--- config.mk ---
export PLATFORM = sky130hd
export DESIGN_NAME = alu_seq_unit
export DESIGN_NICKNAME = d
export VERILOG_FILES = /design/src/rtl/alu_pkg.sv /design/src/rtl/alu_muldiv_iter.sv /design/src/rtl/alu_seq_unit.sv
export SDC_FILE = /design/constraint.sdc
export NUM_CORES = 1
export LEC_CHECK = 0
export CORE_ASPECT_RATIO = 1.1
export CORE_MARGIN = 2
export CORE_UTILIZATION = 40
export DETAILED_ROUTE_END_ITERATION = 6
export RECOVER_POWER = 100
export SETUP_SLACK_MARGIN = 0.1
export SLEW_MARGIN = 20
export SYNTH_ARGS = -nofsm -noshare
export SYNTH_HDL_FRONTEND = slang
export SYNTH_HIERARCHICAL = 1
export SYNTH_SLANG_ARGS = --single-unit
--- constraint.sdc ---
create_clock -name clk -period 5.82 [get_ports clk]
set_clock_uncertainty 0.05 [all_clocks]
set_input_delay 1.164 -clock clk [delete_from_list [all_inputs] [get_ports clk]]
set_output_delay 1.164 -clock clk [all_outputs]
set_load 0.03 [all_outputs]
--- src/rtl/alu_pkg.sv ---
// Shared declarations for the sequenced ALU: opcodes, controller states, flag layout.
package alu_pkg;

  // Codes 1 and 2 are the retired operand-read ops, kept so encodings stay stable.
  typedef enum logic [3:0] {
    OP_NOP = 4'd0,
    OP_RD1 = 4'd1,
    OP_RD2 = 4'd2,
    OP_ADD = 4'd3,
    OP_SUB = 4'd4,
    OP_SHR = 4'd5,
    OP_SHL = 4'd6,
    OP_AND = 4'd7,
    OP_OR  = 4'd8,
    OP_NEG = 4'd9,
    OP_MUL = 4'd10,
    OP_DIV = 4'd11
  } op_e;

  typedef enum logic [1:0] {
    ST_IDLE,
    ST_ITER,
    ST_DONE
  } state_e;

  typedef struct packed {
    logic err;
    logic ovf;
    logic carry;
    logic zero;
  } flags_t;

endpackage

--- src/rtl/alu_muldiv_iter.sv ---
// Bit-serial multiply (shift-add) / restoring divide datapath sharing one 2*WIDTH register.
module alu_muldiv_iter #(
  parameter int WIDTH = 32,
  parameter int SHW   = $clog2(WIDTH)
) (
  input  logic             clk,
  input  logic             rst_b,
  input  logic             load,
  input  logic             step,
  input  logic             mode,
  input  logic [WIDTH-1:0] opa,
  input  logic [WIDTH-1:0] opb,
  output logic             last,
  output logic [WIDTH-1:0] hi,
  output logic [WIDTH-1:0] lo
);

  logic [2*WIDTH-1:0] acc, acc_nxt;
  logic [WIDTH-1:0]   opr;
  logic [SHW-1:0]     cnt;
  logic [WIDTH:0]     add_s, rem_sh, diff;

  // mode=0: lower half holds the multiplier and shifts out as the product shifts in.
  // mode=1: upper half is the partial remainder, lower half collects quotient bits.
  always_comb begin
    add_s  = {1'b0, acc[2*WIDTH-1:WIDTH]} + (acc[0] ? {1'b0, opr} : '0);
    rem_sh = {acc[2*WIDTH-1:WIDTH], acc[WIDTH-1]};
    diff   = rem_sh - {1'b0, opr};
    if (!mode)
      acc_nxt = {add_s, acc[WIDTH-1:1]};
    else if (!diff[WIDTH])
      acc_nxt = {diff[WIDTH-1:0], acc[WIDTH-2:0], 1'b1};
    else
      acc_nxt = {rem_sh[WIDTH-1:0], acc[WIDTH-2:0], 1'b0};
  end

  // Outputs are the post-step value so the final step can be registered directly.
  assign last = (cnt == SHW'(WIDTH - 1));
  assign hi   = acc_nxt[2*WIDTH-1:WIDTH];
  assign lo   = acc_nxt[WIDTH-1:0];

  always_ff @(posedge clk or negedge rst_b) begin
    if (!rst_b) begin
      acc <= '0;
      opr <= '0;
      cnt <= '0;
    end else if (load) begin
      acc <= {{WIDTH{1'b0}}, opa};
      opr <= opb;
      cnt <= '0;
    end else if (step) begin
      acc <= acc_nxt;
      if (!last) cnt <= cnt + 1'b1;
    end
  end

endmodule

--- src/rtl/alu_seq_unit.sv ---
// Handshaked ALU: single-cycle ops complete directly, MUL/DIV iterate one bit per cycle.
module alu_seq_unit
  import alu_pkg::*;
#(
  parameter int WIDTH = 32
) (
  input  logic             clk,
  input  logic             rst_b,
  input  logic             in_valid,
  output logic             in_ready,
  input  logic [3:0]       opcode,
  input  logic [WIDTH-1:0] opa,
  input  logic [WIDTH-1:0] opb,
  output logic             out_valid,
  input  logic             out_ready,
  output logic [WIDTH-1:0] result,
  output logic [WIDTH-1:0] result_hi,
  output logic [3:0]       flags
);

  localparam int SHW = $clog2(WIDTH);

  state_e           state, state_nxt;
  logic             is_div_q, load, step, it_last, iter_c;
  logic [WIDTH-1:0] it_hi, it_lo, res_c, hi_c, res_q, hi_q;
  logic [WIDTH:0]   sum, dif;
  flags_t           flg_c, flg_it, flg_q;

  alu_muldiv_iter #(.WIDTH(WIDTH), .SHW(SHW)) u_iter (
    .clk   (clk),
    .rst_b (rst_b),
    .load  (load),
    .step  (step),
    .mode  (is_div_q),
    .opa   (opa),
    .opb   (opb),
    .last  (it_last),
    .hi    (it_hi),
    .lo    (it_lo)
  );

  always_comb begin
    sum    = {1'b0, opa} + {1'b0, opb};
    dif    = {1'b0, opa} - {1'b0, opb};
    res_c  = '0;
    hi_c   = '0;
    flg_c  = '0;
    iter_c = 1'b0;
    case (opcode)
      OP_NOP: ;
      OP_ADD: begin
        res_c       = sum[WIDTH-1:0];
        flg_c.carry = sum[WIDTH];
        flg_c.ovf   = (opa[WIDTH-1] == opb[WIDTH-1]) && (sum[WIDTH-1] != opa[WIDTH-1]);
      end
      OP_SUB: begin
        res_c       = dif[WIDTH-1:0];
        flg_c.carry = dif[WIDTH];
        flg_c.ovf   = (opa[WIDTH-1] != opb[WIDTH-1]) && (dif[WIDTH-1] != opa[WIDTH-1]);
      end
      OP_SHR: res_c = opa >> opb[SHW-1:0];
      OP_SHL: res_c = opa << opb[SHW-1:0];
      OP_AND: res_c = opa & opb;
      OP_OR:  res_c = opa | opb;
      OP_NEG: res_c = ~opa;
      OP_MUL: iter_c = 1'b1;
      OP_DIV: begin
        if (opb == '0) begin
          res_c     = '1;
          hi_c      = opa;
          flg_c.err = 1'b1;
        end else begin
          iter_c = 1'b1;
        end
      end
      default: flg_c.err = 1'b1;
    endcase
    // Illegal codes leave res_c at 0, which yields their required zero=1.
    flg_c.zero = (res_c == '0);
  end

  always_comb begin
    flg_it       = '0;
    flg_it.ovf   = !is_div_q && (it_hi != '0);
    flg_it.zero  = (it_lo == '0);
  end

  always_comb begin
    state_nxt = state;
    load      = 1'b0;
    step      = 1'b0;
    case (state)
      ST_IDLE: if (in_valid) begin
        load      = iter_c;
        state_nxt = iter_c ? ST_ITER : ST_DONE;
      end
      ST_ITER: begin
        step = 1'b1;
        if (it_last) state_nxt = ST_DONE;
      end
      ST_DONE: if (out_ready) state_nxt = ST_IDLE;
      default: state_nxt = ST_IDLE;
    endcase
  end

  always_ff @(posedge clk or negedge rst_b) begin
    if (!rst_b) begin
      state    <= ST_IDLE;
      is_div_q <= 1'b0;
      res_q    <= '0;
      hi_q     <= '0;
      flg_q    <= '0;
    end else begin
      state <= state_nxt;
      if (load) is_div_q <= (opcode == OP_DIV);
      if (state == ST_IDLE && in_valid && !iter_c) begin
        res_q <= res_c;
        hi_q  <= hi_c;
        flg_q <= flg_c;
      end else if (state == ST_ITER && it_last) begin
        res_q <= it_lo;
        hi_q  <= it_hi;
        flg_q <= flg_it;
      end
    end
  end

  assign in_ready  = (state == ST_IDLE);
  assign out_valid = (state == ST_DONE);
  assign result    = res_q;
  assign result_hi = hi_q;
  assign flags     = flg_q;

endmodule
==> ci_impl_report.md <==
## PnR job results

| Metric | Value |
|---|---|
| # nets final | 3320 |
| Relative area change from synthesis to final layout | 18.18% |
| Ordered list of cells on the worst path | dlygate4sd3_1 -> clkbuf_1 -> nor4_1 -> and4_1 -> a311oi_1 -> clkbuf_1 -> and3b_1 -> buf_4 -> nor2_1 -> clkbuf_1 -> a22oi_1 -> o21ai_0 |
| Num sequential | about 170 |
| Die height | roughly 250 um |
| Number of cells in Yosys stat | ~2900 |
| Max-capacitance violation count | 4 |
| Failing checks | max-capacitance violations, max-slew violations |
| Commonest cells after routing, fill and taps aside | sky130_fd_sc_hd__nand2_1 (333), sky130_fd_sc_hd__buf_4 (254), sky130_fd_sc_hd__a21oi_1 (191) |
| Filler Cell Count | 5430 |
| Final global-route overflow total | 0 |
| Core area | 55070 um2 |
| Internal Power | ~5.6 mW |
| Post-synthesis cell type with the largest instance count | sky130_fd_sc_hd__nand2_1 |
| Post-Syn Nets | approximately 3100 |
| PnR Total Power | 12.14 mW |
| Cell area after placement | about 26000 um2 |
| Number of cell instances on the worst register-to-register path | 20 |
| Timing endpoint of the critical path | result[28]$_DFFE_PN0P_ |
| Number of buffers added by the clock tree synthesis step | 17 |
| Outcome | complete, but fails checks |
| Mean instance size in the synthesized netlist | 7.822 um2 |
| Count of antenna-violating nets left after detailed routing | 0 |
| Worst setup slack before clock tree synthesis | -0.01584 ns |
| Slew of the pin with the lowest slew margin | 3.940 ns |
| Total negative slack for setup checks | 0 ns |
| Highest-count logic cell in the final layout | sky130_fd_sc_hd__nand2_1 |
| Clock share of power | 0.099 |
| Hold Crit Endpoint | result[24]$_DFFE_PN0P_ |
| Detailed placement HPWL | 97.31 mm |
| Static Leak | ~12 nW |
| Global-route wire length before repair | roughly 180 mm |
| Largest contributor to cell area by class | multi-input combinational cells |
| Cell family contributing the most delay on the critical path | buffers and inverters |
| Detailed router's first-iteration violation count | around 3000 |
| Register area share after synthesis | 0.1923 |
| Path category of the worst min-delay check | reg -> reg |
| Critical Path Source | opb[20] |
| Number of pins with negative max-slew slack in the final report | ~170 |
| Synth warn | 6 |
| Crit path DAT | between 5 and 6 ns |
| Overall die width | roughly 230 um |
| Worst R2R Start | u_iter/acc[31]$_DFFE_PN0P_ |
| Clock-pin slew on the worst setup and hold paths | 0.08 ns |
[power groups by stage]
stage | Sequential (mW) | Clock (mW) | Combinational, mW
after global placement | 2.26 | 0 | 8.41
after detailed placement | 2.28 | 0 | 8.49
after floorplan | 2.50 | 0 | 5.32
after CTS | 2.26 | 1.22 | 8.54
after global routing | 2.33 | 1.26 | 9.21
final | 2.28 | 1.20 | 8.66
[worst min-delay path, cell delays in order, from the launching register on]
cell	delay, ns
sky130_fd_sc_hd__dfrtp_1	0.34
sky130_fd_sc_hd__a22oi_1	0.07
sky130_fd_sc_hd__nand2_1	0.06
[flip-flops by register name (all words and copies together) (netlist names)]
register    flops
u_iter/acc     64
result         32
result_hi      32
u_iter/opr     32
u_iter/cnt      5
flags           4
state           2
is_div_q        1
**M1 wires**

Supply wires on this layer in grey.
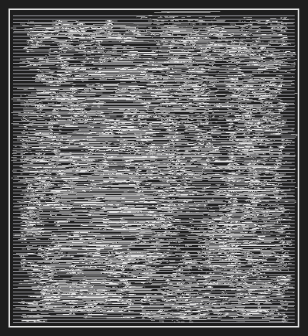
3055 nets have wire on it. The layer carries 46.0 mm of wire.

**M2 wires**

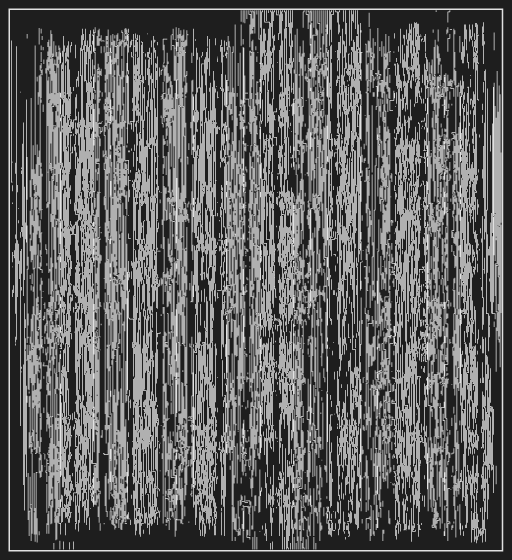
The layer carries 56.6 mm of wire. The longest straight run is 137 um. The wires run mostly vertical. The layer holds 46% of the routed length.
number of vias in the routed layout: 25750
GR Layer Usage met2: 0.6868

**Signal wires on met3**

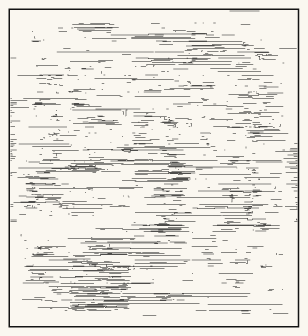
592 nets have wire on it. The wires run mostly horizontal. The longest straight run is 81.0 um.

**Metal 4**

Bar = 50 um. Supply wires on this layer in grey. Cells faint in the background.
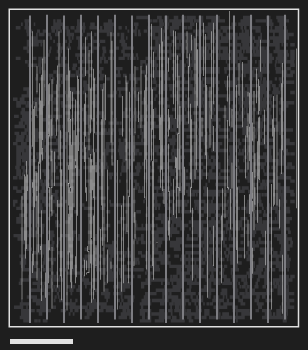
The longest straight run is 188 um. The wires run mostly vertical. The layer holds 8.8% of the routed length.

**Clock nets**

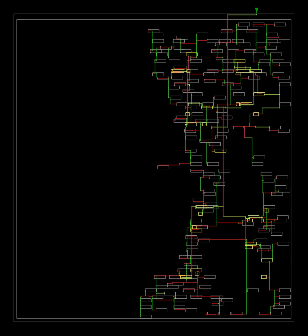
clock buf count: 19
number of sinks driven by the clock tree: 172

Power and IR drop assume default switching activity.
